<file path="src/rtl/alu_hs.sv">
// alu_hs: WIDTH-bit integer ALU with valid/ready handshakes on both sides,
// a shift-add multiplier and a one-entry registered result with flags.
module alu_hs #(
    parameter int unsigned WIDTH = 32,
    parameter int unsigned SHW   = $clog2(WIDTH)
) (
    input  logic             clk,
    input  logic             rst,
    input  logic             flush,
    input  logic             in_valid,
    output logic             in_ready,
    input  logic [3:0]       op,
    input  logic [WIDTH-1:0] operand0,
    input  logic [WIDTH-1:0] operand1,
    output logic             out_valid,
    input  logic             out_ready,
    output logic [WIDTH-1:0] res,
    output logic             zero,
    output logic             neg,
    output logic             carry,
    output logic             ovf,
    output logic             err
);

    localparam int unsigned CW = SHW + 1;

    localparam logic [3:0] OP_ADD  = 4'd0;
    localparam logic [3:0] OP_SUB  = 4'd1;
    localparam logic [3:0] OP_SLL  = 4'd2;
    localparam logic [3:0] OP_SRL  = 4'd3;
    localparam logic [3:0] OP_SRA  = 4'd4;
    localparam logic [3:0] OP_AND  = 4'd5;
    localparam logic [3:0] OP_OR   = 4'd6;
    localparam logic [3:0] OP_XOR  = 4'd7;
    localparam logic [3:0] OP_SLT  = 4'd8;
    localparam logic [3:0] OP_SLTU = 4'd9;
    localparam logic [3:0] OP_MUL  = 4'd10;

    typedef enum logic {
        S_IDLE = 1'b0,
        S_MUL  = 1'b1
    } state_t;

    state_t           r_state, w_state_nxt;
    logic             r_out_valid, w_out_valid_nxt;
    logic [WIDTH-1:0] r_res, w_res_nxt;
    logic             r_carry, w_carry_nxt;
    logic             r_ovf, w_ovf_nxt;
    logic             r_err, w_err_nxt;
    logic [WIDTH-1:0] r_mcand, w_mcand_nxt;
    logic [WIDTH-1:0] r_mplier, w_mplier_nxt;
    logic [WIDTH-1:0] r_acc, w_acc_nxt;
    logic [CW-1:0]    r_cnt, w_cnt_nxt;

    logic             w_accept;
    logic             w_consume;
    logic [WIDTH:0]   w_sum;
    logic [WIDTH:0]   w_diff;
    logic [SHW-1:0]   w_shamt;
    logic [WIDTH-1:0] w_acc_step;
    logic [WIDTH-1:0] w_alu_res;
    logic             w_alu_carry;
    logic             w_alu_ovf;
    logic             w_alu_err;

    assign in_ready  = !rst && !flush && (r_state == S_IDLE) && (!r_out_valid || out_ready);
    assign w_accept  = in_valid && in_ready;
    assign w_consume = r_out_valid && out_ready;

    assign out_valid = r_out_valid;
    assign res       = r_res;
    assign carry     = r_carry;
    assign ovf       = r_ovf;
    assign err       = r_err;
    assign zero      = (r_res == '0);
    assign neg       = r_res[WIDTH-1];

    // Extra top bit: carry-out for ADD, borrow for SUB.
    assign w_sum      = {1'b0, operand0} + {1'b0, operand1};
    assign w_diff     = {1'b0, operand0} - {1'b0, operand1};
    assign w_shamt    = operand1[SHW-1:0];
    assign w_acc_step = r_acc + (r_mplier[0] ? r_mcand : '0);

    // Single-cycle datapath for every op except MUL.
    always_comb begin
        w_alu_res   = '0;
        w_alu_carry = 1'b0;
        w_alu_ovf   = 1'b0;
        w_alu_err   = 1'b0;
        case (op)
            OP_ADD: begin
                w_alu_res   = w_sum[WIDTH-1:0];
                w_alu_carry = w_sum[WIDTH];
                w_alu_ovf   = (operand0[WIDTH-1] == operand1[WIDTH-1]) &&
                              (w_sum[WIDTH-1] != operand0[WIDTH-1]);
            end
            OP_SUB: begin
                w_alu_res   = w_diff[WIDTH-1:0];
                w_alu_carry = !w_diff[WIDTH];
                w_alu_ovf   = (operand0[WIDTH-1] != operand1[WIDTH-1]) &&
                              (w_diff[WIDTH-1] != operand0[WIDTH-1]);
            end
            OP_SLL:  w_alu_res = operand0 << w_shamt;
            OP_SRL:  w_alu_res = operand0 >> w_shamt;
            OP_SRA:  w_alu_res = $unsigned($signed(operand0) >>> w_shamt);
            OP_AND:  w_alu_res = operand0 & operand1;
            OP_OR:   w_alu_res = operand0 | operand1;
            OP_XOR:  w_alu_res = operand0 ^ operand1;
            OP_SLT:  w_alu_res = WIDTH'($signed(operand0) < $signed(operand1));
            OP_SLTU: w_alu_res = WIDTH'(operand0 < operand1);
            OP_MUL:  w_alu_res = '0;
            default: w_alu_err = 1'b1;
        endcase
    end

    always_ff @(posedge clk) begin
        if (rst) begin
            r_state     <= S_IDLE;
            r_out_valid <= 1'b0;
            r_res       <= '0;
            r_carry     <= 1'b0;
            r_ovf       <= 1'b0;
            r_err       <= 1'b0;
            r_mcand     <= '0;
            r_mplier    <= '0;
            r_acc       <= '0;
            r_cnt       <= '0;
        end else begin
            r_state     <= w_state_nxt;
            r_out_valid <= w_out_valid_nxt;
            r_res       <= w_res_nxt;
            r_carry     <= w_carry_nxt;
            r_ovf       <= w_ovf_nxt;
            r_err       <= w_err_nxt;
            r_mcand     <= w_mcand_nxt;
            r_mplier    <= w_mplier_nxt;
            r_acc       <= w_acc_nxt;
            r_cnt       <= w_cnt_nxt;
        end
    end

    always_comb begin
        w_state_nxt     = r_state;
        w_out_valid_nxt = r_out_valid;
        w_res_nxt       = r_res;
        w_carry_nxt     = r_carry;
        w_ovf_nxt       = r_ovf;
        w_err_nxt       = r_err;
        w_mcand_nxt     = r_mcand;
        w_mplier_nxt    = r_mplier;
        w_acc_nxt       = r_acc;
        w_cnt_nxt       = r_cnt;
        if (flush) begin
            w_state_nxt     = S_IDLE;
            w_out_valid_nxt = 1'b0;
        end else begin
            case (r_state)
                S_IDLE: begin
                    if (w_consume) begin
                        w_out_valid_nxt = 1'b0;
                    end
                    if (w_accept) begin
                        if (op == OP_MUL) begin
                            w_mcand_nxt  = operand0;
                            w_mplier_nxt = operand1;
                            w_acc_nxt    = '0;
                            w_cnt_nxt    = CW'(WIDTH);
                            w_state_nxt  = S_MUL;
                        end else begin
                            w_res_nxt       = w_alu_res;
                            w_carry_nxt     = w_alu_carry;
                            w_ovf_nxt       = w_alu_ovf;
                            w_err_nxt       = w_alu_err;
                            w_out_valid_nxt = 1'b1;
                        end
                    end
                end
                S_MUL: begin
                    w_acc_nxt    = w_acc_step;
                    w_mcand_nxt  = r_mcand << 1;
                    w_mplier_nxt = r_mplier >> 1;
                    w_cnt_nxt    = r_cnt - CW'(1);
                    // The last multiplier bit and the writeback share one edge.
                    if (r_cnt == CW'(1)) begin
                        w_res_nxt       = w_acc_step;
                        w_carry_nxt     = 1'b0;
                        w_ovf_nxt       = 1'b0;
                        w_err_nxt       = 1'b0;
                        w_out_valid_nxt = 1'b1;
                        w_state_nxt     = S_IDLE;
                    end
                end
                default: w_state_nxt = S_IDLE;
            endcase
        end
    end

endmodule
</file>
<file path="config.mk">
export PLATFORM = sky130hd
export DESIGN_NAME = alu_hs
export DESIGN_NICKNAME = d
export VERILOG_FILES = /design/src/rtl/alu_hs.sv
export SDC_FILE = /design/constraint.sdc
export NUM_CORES = 1
export LEC_CHECK = 0
export CELL_PAD_IN_SITES_DETAIL_PLACEMENT = 0
export CELL_PAD_IN_SITES_GLOBAL_PLACEMENT = 1
export CORE_UTILIZATION = 42
export CTS_BUF_LIST = sky130_fd_sc_hd__clkbuf_2 sky130_fd_sc_hd__clkbuf_4 sky130_fd_sc_hd__clkbuf_8
export DETAILED_ROUTE_END_ITERATION = 16
export PLACE_DENSITY = 0.89
export SYNTH_ARGS = -nofsm -noshare
export SYNTH_HDL_FRONTEND = slang
export SYNTH_SLANG_ARGS = --single-unit
</file>
<file path="constraint.sdc">
create_clock -name clk -period 3.9 [get_ports clk]
set_input_delay 0.78 -clock clk [delete_from_list [all_inputs] [get_ports clk]]
set_output_delay 0.78 -clock clk [all_outputs]
set_load 0.1 [all_outputs]
</file>
==> summary.rpt <==
FLOW METRICS REPORT
----------------------------------------------------
[Power]
  Cell leakage power ........................ 9.14 nW
  Main power group ........................ combinational cells
  Power per standard cell area ........................ roughly 230 nW/µm²
  Internal power ........................ 2.88 mW
  Power drawn by the sequential cells ........................ 1.45 mW
  Gate power share ........................ between 40% and 50%
  Combinational Power ........................ 2.29 mW

[Clocking]
  Number of buffers inserted by hold repair at cts ........................ 0
  Number of clock sinks ........................ 139
  Clock-pin slew reported for the worst setup and hold paths after clock tree synthesis ........................ about 0.090 ns
  Number of buffers on the longest clock path ........................ 2

[Worst setup path]
  Slowest CP cell ........................ sky130_fd_sc_hd__clkdlybuf4s50_1
  Critical Path AT ........................ 4.28 ns
  Top fanout value on the critical path ........................ 7

[Finish]
  Register cell area after layout ........................ around 2800 µm²
  FFs & Latches ........................ between 100 and 150
  Filler cells ........................ around 3700
  Layout cells sized above 1 ........................ approximately a quarter
  Clock-cell share ........................ 1.73%
  Area of the multi-input gates ........................ between 10000 and 15000 µm²
  Layout non-clock buf frac ........................ between 20 and 25%

[Min path]
  Number of stages on the worst hold path ........................ 2

[Routing]
  Total detailed-routing wirelength ........................ 82800 µm
  DRC violation total after the first TritonRoute iteration ........................ about 2300
  Via count normalized by instance count ........................ approximately 6.2
  Routed wire per std cell ........................ between 20 and 30 µm
  Routed wl met2 ........................ 36600 µm
  Post-Route M1 WL ........................ ~35000 µm
  Length of the first detailed-routing pass in iterations ........................ 6

[Placement]
  Worst slack, placed ........................ -0.622 ns
  Placed cells ........................ around 3200

[Global routing]
  Met3 routing resource usage after global routing ........................ 7.68%
  First-pass GRT wire length ........................ roughly 120000 µm
  Antenna violations before repair ........................ 1
  Largest net degree at the start of global routing ........................ roughly 86
  Aggregate global-route resource usage ........................ approximately 41%
  Met2 Track Usage GR ........................ approximately 64%
  GRT overflow ........................ 0

[Synth]
  Most used flip-flop cell ........................ sky130_fd_sc_hd__dfxtp_1
  Post-synth EDFFs ........................ 0
  Total cell area reported by yosys after synthesis ........................ 16500 µm²
  Fraction of synthesis flops using an asynchronous set or reset pin ........................ 0%
  Synthesized area divided by synthesized cell count ........................ 7.38 µm²
  And-or/or-and share of the synthesized area ........................ a little under a third
  Multiplexer fraction of the synthesized cell area ........................ between 10 and 15%
  Count of warnings emitted by yosys ........................ 0

[Die]
  Top Ports ........................ between 100 and 150
  Init Core Util ........................ between 40% and 50%
  Well Taps ........................ between 500 and 600

[Timing]
  Number of pins with negative max-slew slack in the final report ........................ 0
  Worst slack on hold paths ........................ about 0.46 ns
  Final setup margin ........................ 0.0776 ns

[Flow run]
  Number of logged tool warnings ........................ a little over 100

[Outcome]
  Result of the run ........................ complete, no violations

----------------------------------------------------
==> synth_stat cells (all sizes together) (35+ instances only) <==
| library cell | instances | share of area, % |
|---|---|---|
| a211oi | 102 | 4.6 |
| a21oi | 214 | 6.5 |
| and2 | 35 | 1.3 |
| buf | 54 | 1.8 |
| clkbuf | 113 | 2.6 |
| dfxtp | 139 | 17 |
| ha | 139 | 11 |
| inv | 111 | 2.5 |
| mux2 | 43 | 3.0 |
| mux2i | 111 | 6.8 |
| nand2 | 186 | 4.2 |
| nand3 | 44 | 1.3 |
| nor2 | 292 | 6.6 |
| nor3 | 48 | 1.5 |
| o21ai | 116 | 3.6 |
==> what timing repair did <==
| item | in CTS | in global routing |
|---|---|---|
| pin swaps | 0 | 3 |
| endpoints found under the setup margin | 2 | 10 |
| gates resized | 2 | 16 |
| setup buffers | 0 | 1 |
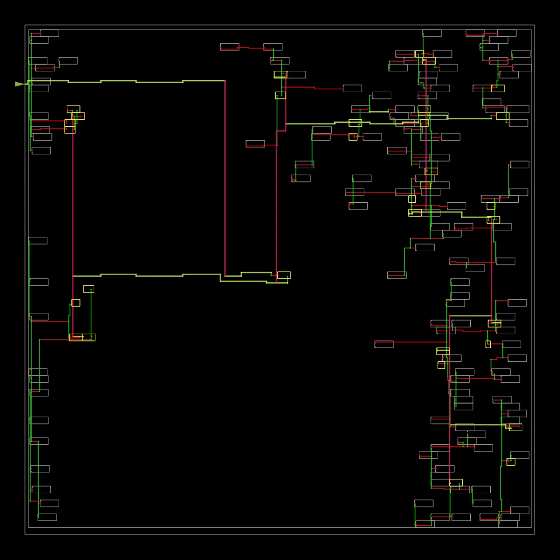
*The clock network*
clock latency on the worst-skew pair: 0.56 ns
number of buffers inserted during clock tree synthesis: 17

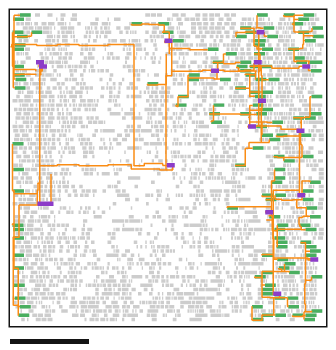
*Routed clock nets over the placement*
Scale bar: 50 µm.
[clock drivers] purple | count: 17
[clock wires] orange | length: 2370 µm
[flip-flops] green | count: 139
routed clock nets	18
flops lie	spread over the die
power share of the clock group: 24.4%
clock network power: 1.21 mW
Clock Skews: 0.0166 ns

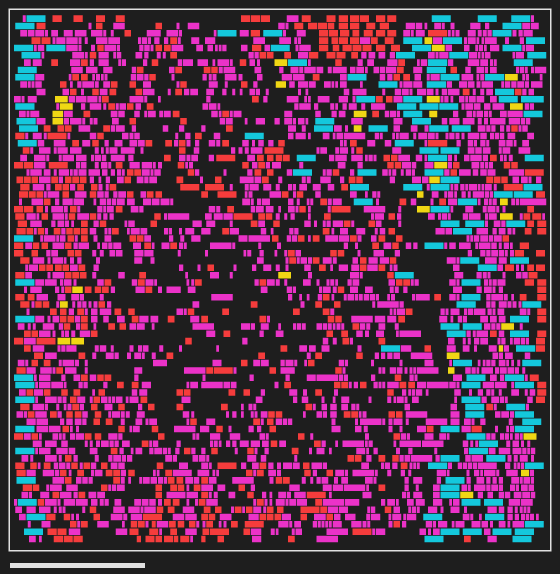
*Placement by cell class*
Scale bar: 50 µm.
class	colour	cells	share of their area
sequential cells	cyan	139	13%
combinational and other logic	magenta	1935	62%
remaining buffers and delay cells	red	577	23%
clock drivers and dummy loads	yellow	32	1.8%
register fraction of the total cell area: 12.8%
core occupancy in the finished layout: 56.3%
area of the core: 38700 µm²
design area: 21800 µm²
floorplan row count: 72

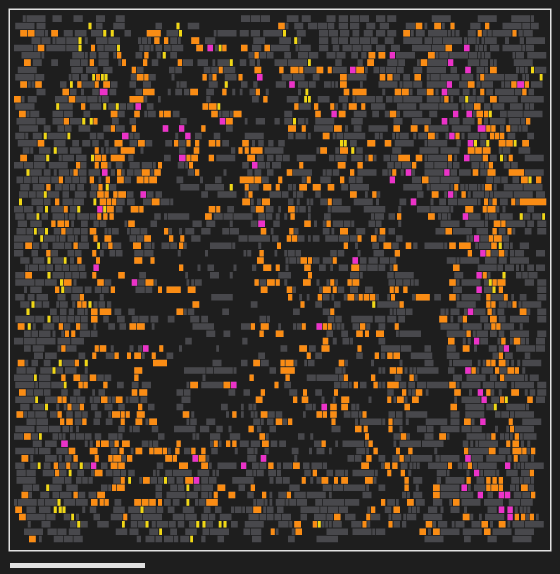
*Gate-type map*
Scale bar: 50 µm.
family	colour	cells	most used	where
and/or cells	magenta	72	and2_1	spread over the die
inv cells	yellow	111	inv_1	spread over the die
aoi and oai cells	orange	655	a21oi_1	spread over the die
most common library cell in the layout ignoring fill and taps: sky130_fd_sc_hd__buf_4
final standard cell count with taps included and fillers excluded: 3201
logic share of the area: 58.3%

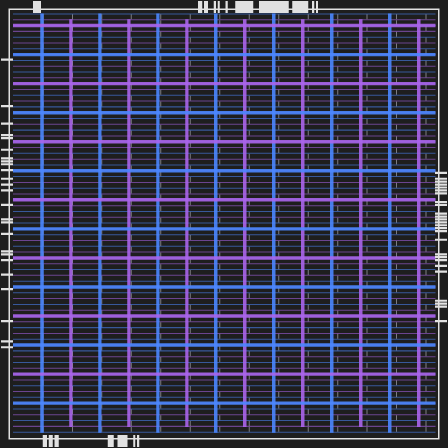
*Floorplan with the power grid*
Pins as bars on the die edge. Tap cells in grey.
net	colour
VSS	blue
VDD	purple
tap cells	518
rows	72
signal pins	112
met1 rails	73
met5 straps	14
DIE WIDTH: 200 µm
die outline height: 200 µm
Peak supply drop: 261 µV

Power figures rest on the tool's default switching activity, not on a simulated workload.
